<file path="config.mk">
export PLATFORM = sky130hd
export DESIGN_NAME = monobit_blockfreq_core
export DESIGN_NICKNAME = d
export VERILOG_FILES = /design/src/rtl/monobit_blockfreq_core.sv
export SDC_FILE = /design/constraint.sdc
export NUM_CORES = 1
export LEC_CHECK = 0
export CAP_MARGIN = 40
export CORE_ASPECT_RATIO = 0.5
export CORE_UTILIZATION = 46
export CTS_CLUSTER_DIAMETER = 80
export DETAILED_ROUTE_END_ITERATION = 10
export GPL_TIMING_DRIVEN = 0
export PLACE_DENSITY = 0.74
export SETUP_SLACK_MARGIN = 0.3
export SYNTH_ARGS = -nofsm -noshare
export SYNTH_HDL_FRONTEND = slang
export SYNTH_SLANG_ARGS = --single-unit
</file>
<file path="constraint.sdc">
create_clock -name clk -period 5.3 [get_ports clk]
set_input_delay 0.53 -clock clk [delete_from_list [all_inputs] [get_ports clk]]
set_output_delay 0.53 -clock clk [all_outputs]
set_load 0.02 [all_outputs]
</file>
<file path="src/rtl/monobit_blockfreq_core.sv">
// Monobit and block-frequency randomness tester over a 2^SEQ_LOG2-bit serial stream.
// Latency: results and a one-cycle done pulse appear two cycles after the final bit is consumed.
// Backpressure: none; the source paces bits with bit_valid, and gaps cost nothing.
module monobit_blockfreq_core #(
  parameter int SEQ_LOG2 = 7,
  parameter int BLK_LOG2 = 4
) (
  input  logic                         clk,
  input  logic                         rst,
  input  logic                         start,
  input  logic                         bit_in,
  input  logic                         bit_valid,
  input  logic [SEQ_LOG2:0]            thr_mono,
  input  logic [BLK_LOG2:0]            thr_blk,
  input  logic [SEQ_LOG2-BLK_LOG2:0]   max_bad,
  output logic                         busy,
  output logic                         done,
  output logic                         pass_mono,
  output logic                         pass_blk,
  output logic [SEQ_LOG2:0]            ones_count,
  output logic [SEQ_LOG2:0]            abs_s,
  output logic [SEQ_LOG2-BLK_LOG2:0]   bad_blocks
);

  // N and M carried with one spare bit so that doubled counts never wrap.
  localparam logic [SEQ_LOG2+1:0] N_VAL = {2'b01, {SEQ_LOG2{1'b0}}};
  localparam logic [BLK_LOG2+1:0] M_VAL = {2'b01, {BLK_LOG2{1'b0}}};

  typedef enum logic [1:0] {
    IDLE    = 2'd0,
    COLLECT = 2'd1,
    EVAL    = 2'd2
  } state_t;

  state_t                       state;
  logic [SEQ_LOG2:0]            thr_mono_q;
  logic [BLK_LOG2:0]            thr_blk_q;
  logic [SEQ_LOG2-BLK_LOG2:0]   max_bad_q;
  logic [SEQ_LOG2-1:0]          bit_cnt;
  logic [SEQ_LOG2:0]            ones_cnt;
  logic [BLK_LOG2:0]            blk_ones;
  logic [SEQ_LOG2-BLK_LOG2:0]   bad_cnt;

  logic [BLK_LOG2:0]            blk_ones_nxt;
  logic [BLK_LOG2+1:0]          blk_twice;
  logic [BLK_LOG2+1:0]          blk_dev;
  logic                         blk_bad;
  logic                         blk_close;
  logic                         seq_last;
  logic [SEQ_LOG2+1:0]          ones_twice;
  logic [SEQ_LOG2+1:0]          abs_full;

  // Block deviation (including the bit on the wire) and sequence-wide |S|.
  always_comb begin
    blk_ones_nxt = blk_ones + {{BLK_LOG2{1'b0}}, bit_in};
    blk_twice    = {blk_ones_nxt, 1'b0};
    blk_dev      = (blk_twice >= M_VAL) ? (blk_twice - M_VAL) : (M_VAL - blk_twice);
    blk_bad      = (blk_dev > {1'b0, thr_blk_q});
    blk_close    = &bit_cnt[BLK_LOG2-1:0];
    seq_last     = &bit_cnt;
    ones_twice   = {ones_cnt, 1'b0};
    abs_full     = (ones_twice >= N_VAL) ? (ones_twice - N_VAL) : (N_VAL - ones_twice);
  end

  // Control FSM with counters and registered result outputs.
  always_ff @(posedge clk) begin
    if (rst) begin
      state      <= IDLE;
      thr_mono_q <= '0;
      thr_blk_q  <= '0;
      max_bad_q  <= '0;
      bit_cnt    <= '0;
      ones_cnt   <= '0;
      blk_ones   <= '0;
      bad_cnt    <= '0;
      busy       <= 1'b0;
      done       <= 1'b0;
      pass_mono  <= 1'b0;
      pass_blk   <= 1'b0;
      ones_count <= '0;
      abs_s      <= '0;
      bad_blocks <= '0;
    end else begin
      done <= 1'b0;
      case (state)
        IDLE: begin
          // A bit presented alongside start is deliberately not consumed.
          if (start) begin
            thr_mono_q <= thr_mono;
            thr_blk_q  <= thr_blk;
            max_bad_q  <= max_bad;
            bit_cnt    <= '0;
            ones_cnt   <= '0;
            blk_ones   <= '0;
            bad_cnt    <= '0;
            busy       <= 1'b1;
            state      <= COLLECT;
          end
        end
        COLLECT: begin
          if (bit_valid) begin
            bit_cnt  <= bit_cnt + {{(SEQ_LOG2-1){1'b0}}, 1'b1};
            ones_cnt <= ones_cnt + {{SEQ_LOG2{1'b0}}, bit_in};
            if (blk_close) begin
              blk_ones <= '0;
              bad_cnt  <= bad_cnt + {{(SEQ_LOG2-BLK_LOG2){1'b0}}, blk_bad};
            end else begin
              blk_ones <= blk_ones_nxt;
            end
            // The final bit also closes the last block; bit_cnt wraps to 0 here.
            if (seq_last) begin
              state <= EVAL;
            end
          end
        end
        EVAL: begin
          ones_count <= ones_cnt;
          abs_s      <= abs_full[SEQ_LOG2:0];
          bad_blocks <= bad_cnt;
          pass_mono  <= (abs_full <= {1'b0, thr_mono_q});
          pass_blk   <= (bad_cnt <= max_bad_q);
          done       <= 1'b1;
          busy       <= 1'b0;
          state      <= IDLE;
        end
        default: begin
          busy  <= 1'b0;
          state <= IDLE;
        end
      endcase
    end
  end

endmodule
</file>
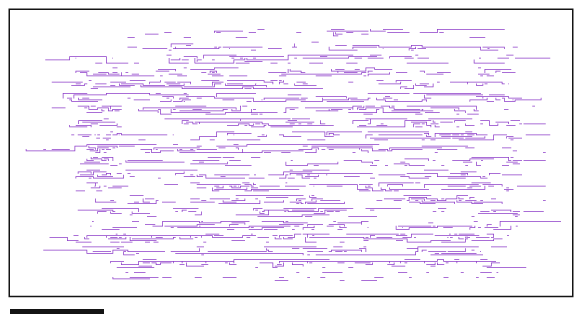
met1.png
The bar under the picture is 20 µm long.
nets with wire on the layer	452
main direction	horizontal
wire length on this layer	3360 µm
via count: 2715
met1 Use GR: 0.269

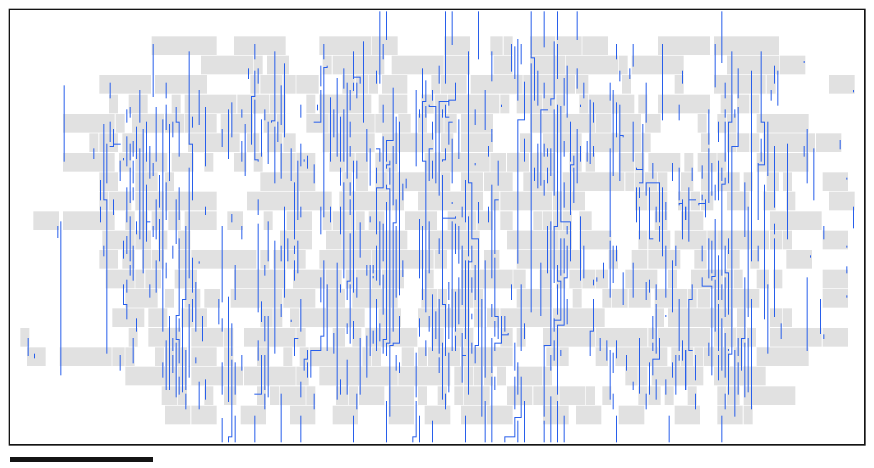
met2.png
The bar under the picture is 20 µm long.
nets with wire on the layer	382
longest straight run	34.7 µm
wire length on this layer	3170 µm
main direction	vertical

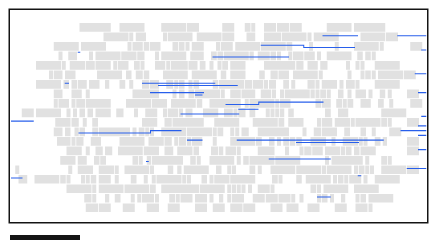
met3.png
The bar under the picture is 20 µm long.
nets with wire on the layer	23
share of all routed wire	4.8%
wire length on this layer	330 µm
main direction	horizontal

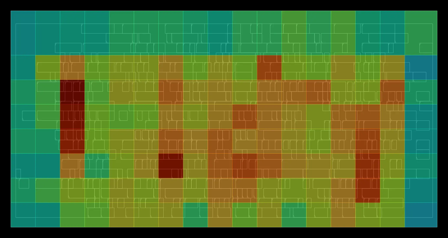
final_congestion.png
GRT met3 Usage: 0.0648
WL/cell: 12.8 µm
gr usage total: 0.217

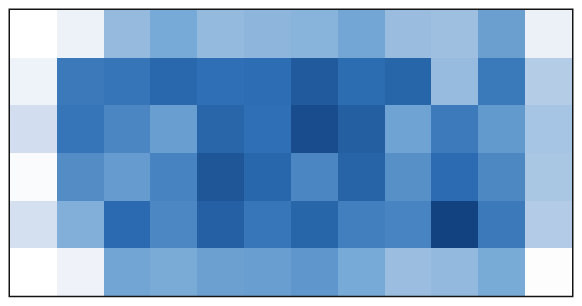
density.png
The die is cut into 12 by 6 equal tiles; white is low, dark blue is high, 0 to 100% covered.
mean over tiles	54%
tiles over 75% full	22%
fullest tile	93%
densest ninth of the die	center
nearly empty tiles	4.2%

==> run_results.csv <==
group,metric,value,unit
run_status,outcome,"completed",
power,switching_share,0.223,
logic_synthesis,synthTopCellsByCount,"73 x nand2_1, 65 x dfxtp_1, 45 x a21oi_1",
layout,seq_share,0.323,
layout,clkCellAreaFrac,0.0768,
power,p_clk,0.602,mW
drt,drt-pass1-iter-count,4,
final_timing,worst_pin_slew,0.619,ns
layout,buffers,66,
power,p_int,0.956,mW
logic_synthesis,ys_warn_count,0,
placement,gp_congestion,0.843,
drt,drtAntennaViolNets,0,
power,seqPwrFrac,0.414,
final_timing,finalHoldViolations,0,
layout,layout.cells.most_common,"nand2_1",
worst_hold_path,min_from,"thr_blk_q[4]$_SDFFE_PP0P_",
layout,final_cell_area,4020,µm²
final_timing,fin_ws,1.22,ns
power,irDropWorstVdd,0.132,mV
power,p_sw,0.274,mW
logic_synthesis,netlist_area,3170,µm²
worst_setup_path,cp.arrival,4.29,ns
floorplanning,rows,20,
final_timing,period_needed,4.08,ns
grt,overflow,0,
worst_setup_path,r2r-end,"bad_cnt[1]$_SDFFE_PP0P_",
logic_synthesis,avgSynthCellArea,8.04,µm²
logic_synthesis,area_leaders,"dfxtp_1 41%, ha_1 9.9%, nand2_1 8.6%",
power,power_leakage,1.56,nW
logic make-up (layout without fill, tap and decap cells):
family,Yosys count,in the layout,synth area share
adder cells (fa/ha/maj),25,25,0.0985
XOR/XNOR,21,21,0.0579
AND-OR/OR-AND,72,72,0.133
AND/OR/NAND/NOR,165,165,0.233
flip-flops,65,65,0.410
multiplexers,2,2,0.00670
other,1,1,0.00118
buffers and inverters,44,103,0.0603
worst max path at each step:
stage | to | slack (ns) | start | cells after the start
floorplan | bad_cnt[1]$_SDFFE_PP0P_ | 1.79 | bit_in | 18
detailed placement | bad_cnt[1]$_SDFFE_PP0P_ | 0.93 | bit_in | 19
global route | bad_cnt[2]$_SDFFE_PP0P_ | 1.00 | bit_in | 20
CTS | bad_cnt[1]$_SDFFE_PP0P_ | 1.24 | bit_in | 19
global placement | bad_cnt[1]$_SDFFE_PP0P_ | 0.93 | bit_in | 19
finish | bad_cnt[1]$_SDFFE_PP0P_ | 1.22 | bit_in | 19
worst max-delay path, cell delays in order:
cell and delay (ns):
clkdlybuf4s50_1 0.54, ha_1 0.21, ha_1 0.23, nand3_1 0.11, xnor2_1 0.25, inv_1 0.12
ha_1 0.25, o21ai_0 0.10, mux2_2 0.35, ha_1 0.30, a21o_1 0.19, a21oi_1 0.14
nor2b_1 0.06, o22ai_1 0.12, o21ai_0 0.13, ha_1 0.22, ha_1 0.27, mux2i_1 0.13
nor2_1 0.05
per-layer routing:
metal	vias up	share of wire	wire length, µm	global-route usage
met5	-	0	0	0
met4	0	0.0085	59	0.0786
met3	8	0.048	329	0.0648
met2	49	0.46	3170	0.367
met1	1225	0.49	3360	0.269
li1	1433	-	-	-
Power is estimated from default activity; no workload was simulated.
